===== src/rtl/gated_capture_bank_pkg.sv =====
// gated_capture_bank_pkg: shared capture-mode constants and channel packing helper
package gated_capture_bank_pkg;

    localparam int MODE_LEVEL = 0;
    localparam int MODE_EDGE  = 1;

    // Low bit index of channel idx inside a packed CHANNELS*WIDTH bus
    function automatic int chan_slice(input int idx, input int width);
        return idx * width;
    endfunction

endpackage


===== src/rtl/gated_capture_channel.sv =====
// gated_capture_channel: one clocked gated capture register with valid/ack handshake and sticky overrun
module gated_capture_channel
    import gated_capture_bank_pkg::*;
#(
    parameter int WIDTH     = 8,
    parameter int EDGE_MODE = MODE_LEVEL
) (
    input  logic             clk_i,
    input  logic             clr_i,
    input  logic [WIDTH-1:0] d_i,
    input  logic             g_i,
    input  logic             freeze_i,
    input  logic             ack_i,
    output logic [WIDTH-1:0] q_o,
    output logic             valid_o,
    output logic             ovr_o
);

    logic [WIDTH-1:0] q_q, q_d;
    logic             g_q, valid_q, valid_d, ovr_q, ovr_d;
    logic             rise, fall, load, evt;

    // Decode load and data-ready event from the gate and its one-cycle history
    always_comb begin
        rise    = g_i & ~g_q & ~freeze_i;
        fall    = g_q & ~g_i & ~freeze_i;
        load    = (EDGE_MODE == MODE_EDGE) ? rise : g_i & ~freeze_i;
        evt     = (EDGE_MODE == MODE_EDGE) ? rise : fall;
        q_d     = load ? d_i : q_q;
        valid_d = evt | (valid_q & ~ack_i);
        ovr_d   = ovr_q | (evt & valid_q & ~ack_i);
    end

    // Channel state; the gate history keeps tracking even while frozen so held gates never look like new edges
    always_ff @(posedge clk_i) begin
        if (clr_i) begin
            q_q     <= '0;
            g_q     <= 1'b0;
            valid_q <= 1'b0;
            ovr_q   <= 1'b0;
        end else begin
            q_q     <= q_d;
            g_q     <= g_i;
            valid_q <= valid_d;
            ovr_q   <= ovr_d;
        end
    end

    assign q_o     = q_q;
    assign valid_o = valid_q;
    assign ovr_o   = ovr_q;

endmodule


===== src/rtl/gated_capture_bank.sv =====
// gated_capture_bank: CHANNELS independent clocked gated capture registers on one clock
module gated_capture_bank
    import gated_capture_bank_pkg::*;
#(
    parameter int WIDTH     = 8,
    parameter int CHANNELS  = 4,
    parameter int EDGE_MODE = MODE_LEVEL
) (
    input  logic                      CLK,
    input  logic                      CLR,
    input  logic [CHANNELS*WIDTH-1:0] D,
    input  logic [CHANNELS-1:0]       G,
    input  logic                      FREEZE,
    input  logic [CHANNELS-1:0]       ACK,
    output logic [CHANNELS*WIDTH-1:0] Q,
    output logic [CHANNELS-1:0]       VALID,
    output logic [CHANNELS-1:0]       OVR,
    output logic                      ANY_VALID
);

    for (genvar i = 0; i < CHANNELS; i++) begin : g_chan
        gated_capture_channel #(
            .WIDTH    (WIDTH),
            .EDGE_MODE(EDGE_MODE)
        ) u_chan (
            .clk_i   (CLK),
            .clr_i   (CLR),
            .d_i     (D[chan_slice(i, WIDTH) +: WIDTH]),
            .g_i     (G[i]),
            .freeze_i(FREEZE),
            .ack_i   (ACK[i]),
            .q_o     (Q[chan_slice(i, WIDTH) +: WIDTH]),
            .valid_o (VALID[i]),
            .ovr_o   (OVR[i])
        );
    end

    assign ANY_VALID = |VALID;

endmodule


===== config.mk =====
export PLATFORM = sky130hd
export DESIGN_NAME = gated_capture_bank
export DESIGN_NICKNAME = d
export VERILOG_FILES = /design/src/rtl/gated_capture_bank_pkg.sv /design/src/rtl/gated_capture_channel.sv /design/src/rtl/gated_capture_bank.sv
export SDC_FILE = /design/constraint.sdc
export NUM_CORES = 1
export LEC_CHECK = 0
export CAP_MARGIN = 20
export CORE_MARGIN = 5
export CORE_UTILIZATION = 35
export CTS_CLUSTER_DIAMETER = 120
export DETAILED_ROUTE_END_ITERATION = 8
export GPL_ROUTABILITY_DRIVEN = 0
export PLACE_DENSITY = 0.75
export SYNTH_ARGS = -nofsm -noshare
export SYNTH_HDL_FRONTEND = slang
export SYNTH_SLANG_ARGS = --single-unit

===== constraint.sdc =====
create_clock -name CLK -period 0.9 [get_ports CLK]
set_input_delay 0.09 -clock CLK [delete_from_list [all_inputs] [get_ports CLK]]
set_output_delay 0.09 -clock CLK [all_outputs]
set_load 0.01 [all_outputs]

Fig. 1: ports around the boundary
Drawn at 6 px/um. Pins as bars across the die edge, other pins in gray.
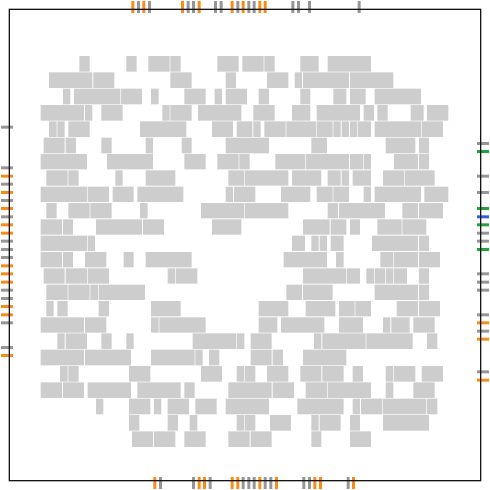
Key: orange = Q [pins 32, direction output, edge 11 left, 10 bottom, 8 top, 3 right]; blue = ANY_VALID [pins 1, direction output, edge right]; green = VALID [pins 4, direction output, edge right]
All pins by edge: 23 left, 21 top, 21 bottom, 19 right.
die height: 78.33 um
horizontal die dimension: 78.33 um

Fig. 2: routing congestion map
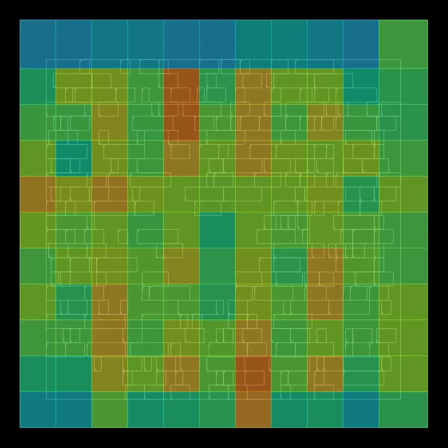
most used routing layer in global routing: met2
total routing usage reported by global routing: 0.1275

Fig. 3: gate-type map
Drawn at 4 px/um.
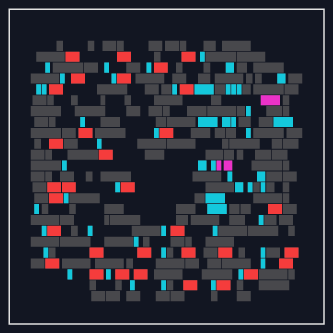
Key: cyan = nor cells [cells 53, most used nor2_1, where spread over the die]; magenta = nand cells [cells 3]; red = mux cells [cells 32, most used mux2i_1, where spread over the die]
number of standard cells in the layout, taps in and fillers out: 303
most frequently placed logic cell in the final layout: nor2_1
multi-input gate share of the layout cell area: 0.2619

==> impl_metrics.env <==
# flow metrics
export IMPL_globalRouteOverflowTotal=0
export IMPL_core_area_um2=4444
export IMPL_post_synth_inst_count=158
export IMPL_internal_power_mw=3.050
export IMPL_synth_seq_area_share=0.5391
export IMPL_critical_path_startpoint_type="register"
export IMPL_avgViaCountPerCell=4.462
export IMPL_violations="negative setup slack"
export IMPL_timing_critical_path_to_type="output pin"
export IMPL_report_final_hold_viol_count=0
export IMPL_hold_path_startpoint="G[2]"
export IMPL_max_vdd_ir_drop_mv=0.9529
export IMPL_placementRows=24
export IMPL_timing_rr_start="g_chan[3].u_chan.valid_o"
export IMPL_setup_viol=3
export IMPL_power_leakage_nw=1.177
export IMPL_log_warning_count=29
export IMPL_postLayoutSetupSlackWorst_ns=-0.4533
export IMPL_clock_tree_buffer_depth=2
export IMPL_proportion_of_power_drawn_by_the_clock_network=0.313
export IMPL_maxSlewHeadroom=0.8306
export IMPL_drt_first_iter_violations=34
export IMPL_synth_xor_area_share=0
export IMPL_routed_via_count=1352
export IMPL_netlist_logic_family_top="multiplexers"
export IMPL_yosys_top_cells_area="dfxtp_1 (54%), mux2i_1 (20%), nor2_1 (9.6%)"
export IMPL_power_switching_mw=0.8880
export IMPL_fp_dieArea_um2=6136
export IMPL_yosys_area_um2=1634
export IMPL_nets=293
export IMPL_synthMuxAreaShare=0.1960
export IMPL_timing_clock_skew_ns=0.001118
export IMPL_maxClockFrequency_mhz=738.9
export IMPL_yosysWarningCount=0
export IMPL_timing_worst_slew_pin_value_ns=0.2541
export IMPL_flow_area_growth_from_synthesis_pct=57.58
export IMPL_seq_power_share=0.527
export IMPL_port_buffers=83
export IMPL_outcome="finished, violations left"
export IMPL_drt_wl_total_mm=3.930
export IMPL_first_pass_iters=4
export IMPL_cap_violations=0
## layer usage
metal / vias up / global-route usage / wire, um
li1: 693 / - / -
met1: 611 / 0.1419 / 1605
met2: 46 / 0.2303 / 2014
met3: 2 / 0.05034 / 299
met4: 0 / 0.02622 / 11
met5: - / 0 / 0
## synth_stat cells
cell type   n
a21oi_1     4
dfxtp_1    44
buf_6       4
buf_2       2
nor2b_2     4
a31oi_1     3
buf_4       8
or4_1       1
mux2i_1    32
o31ai_1     1
nand2b_1    2
nor2b_1     7
clkbuf_1    3
nor2_1     42
nand2_1     1
## worst max-delay path, cell delays in order (launching register included)
cell     delay [ns]
dfxtp_2        0.32
or4_4          0.53
buf_6          0.13
## registers in the layout, summed over array words and instances (netlist names)
signal,count
g_chan.u_chan.g_q,4
g_chan.u_chan.q_o,32
g_chan.u_chan.valid_o,4
g_chan.u_chan.ovr_o,4
## final timing paths
kind | endpoint | slack, ns | cells past startpoint
worst max register to register | g_chan[3].u_chan.ovr_o | 0.02 | 4
worst min register to register | g_chan[0].u_chan.ovr_o | 0.46 | 2
worst max-delay path | ANY_VALID | -0.45 | 2
worst min-delay path | g_chan[2].u_chan.g_q | 0.27 | 3
## cell type report
type | instances | area (um2) | share of cell area
clock buffers | 8 | 90.09 | 0.03499
multi-input cells | 97 | 674.4 | 0.2619
flip-flops and latches | 44 | 907.1 | 0.3523
well taps | 52 | 65.06 | 0.02527
repair buffers | 102 | 838.3 | 0.3256
## timing repair
item,in CTS,in global routing
cloned,0,0
hold buffers,0,0
gates resized,194,14
pin swaps,3,1
setup buffers,1,2
endpoints found under the setup margin,80,21
## stage by stage
step | hold slack (ns) | worst slack (ns) | power [mW] | cell area [um2]
after floorplan | 0.2182 | -0.02207 | 2.371 | 1638
after global placement | 0.4460 | -0.4836 | 2.793 | 2592
after detailed placement | 0.4537 | -0.5042 | 2.805 | 2592
after CTS | 0.2635 | -0.4648 | 4.004 | 2555
after global routing | 0.3010 | -0.4872 | 4.145 | 2575
final | 0.2655 | -0.4533 | 3.938 | 2575
## logic make-up (layout without fill, tap and decap cells)
| logic type | after synthesis | in the layout |
|---|---|---|
| AND-OR/OR-AND | 8 | 8 |
| buffers and inverters | 17 | 110 |
| flip-flops | 44 | 44 |
| multiplexers | 32 | 32 |
| AND/OR/NAND/NOR | 57 | 57 |
## power groups by stage
stage | sequential [mW] | combinational (mW) | clock [mW]
after CTS | 2.07 | 0.639 | 1.29
final | 2.07 | 0.631 | 1.23
after global routing | 2.09 | 0.683 | 1.38
after global placement | 2.11 | 0.683 | 0
after floorplan | 2.15 | 0.225 | 0
after detailed placement | 2.12 | 0.690 | 0
## layout by cell type (no fill, tap or decap), drive strengths merged
cell and instances:
clkdlybuf4s50 37, buf 60, dlygate4sd2 4, nor2b 11, nand2 1, dfxtp 44, a21oi 4, a31oi 3
nor2 42, clkbuf 9, or4 1, mux2i 32, o31ai 1, nand2b 2
Power figures rest on the tool's default switching activity, not on a simulated workload.
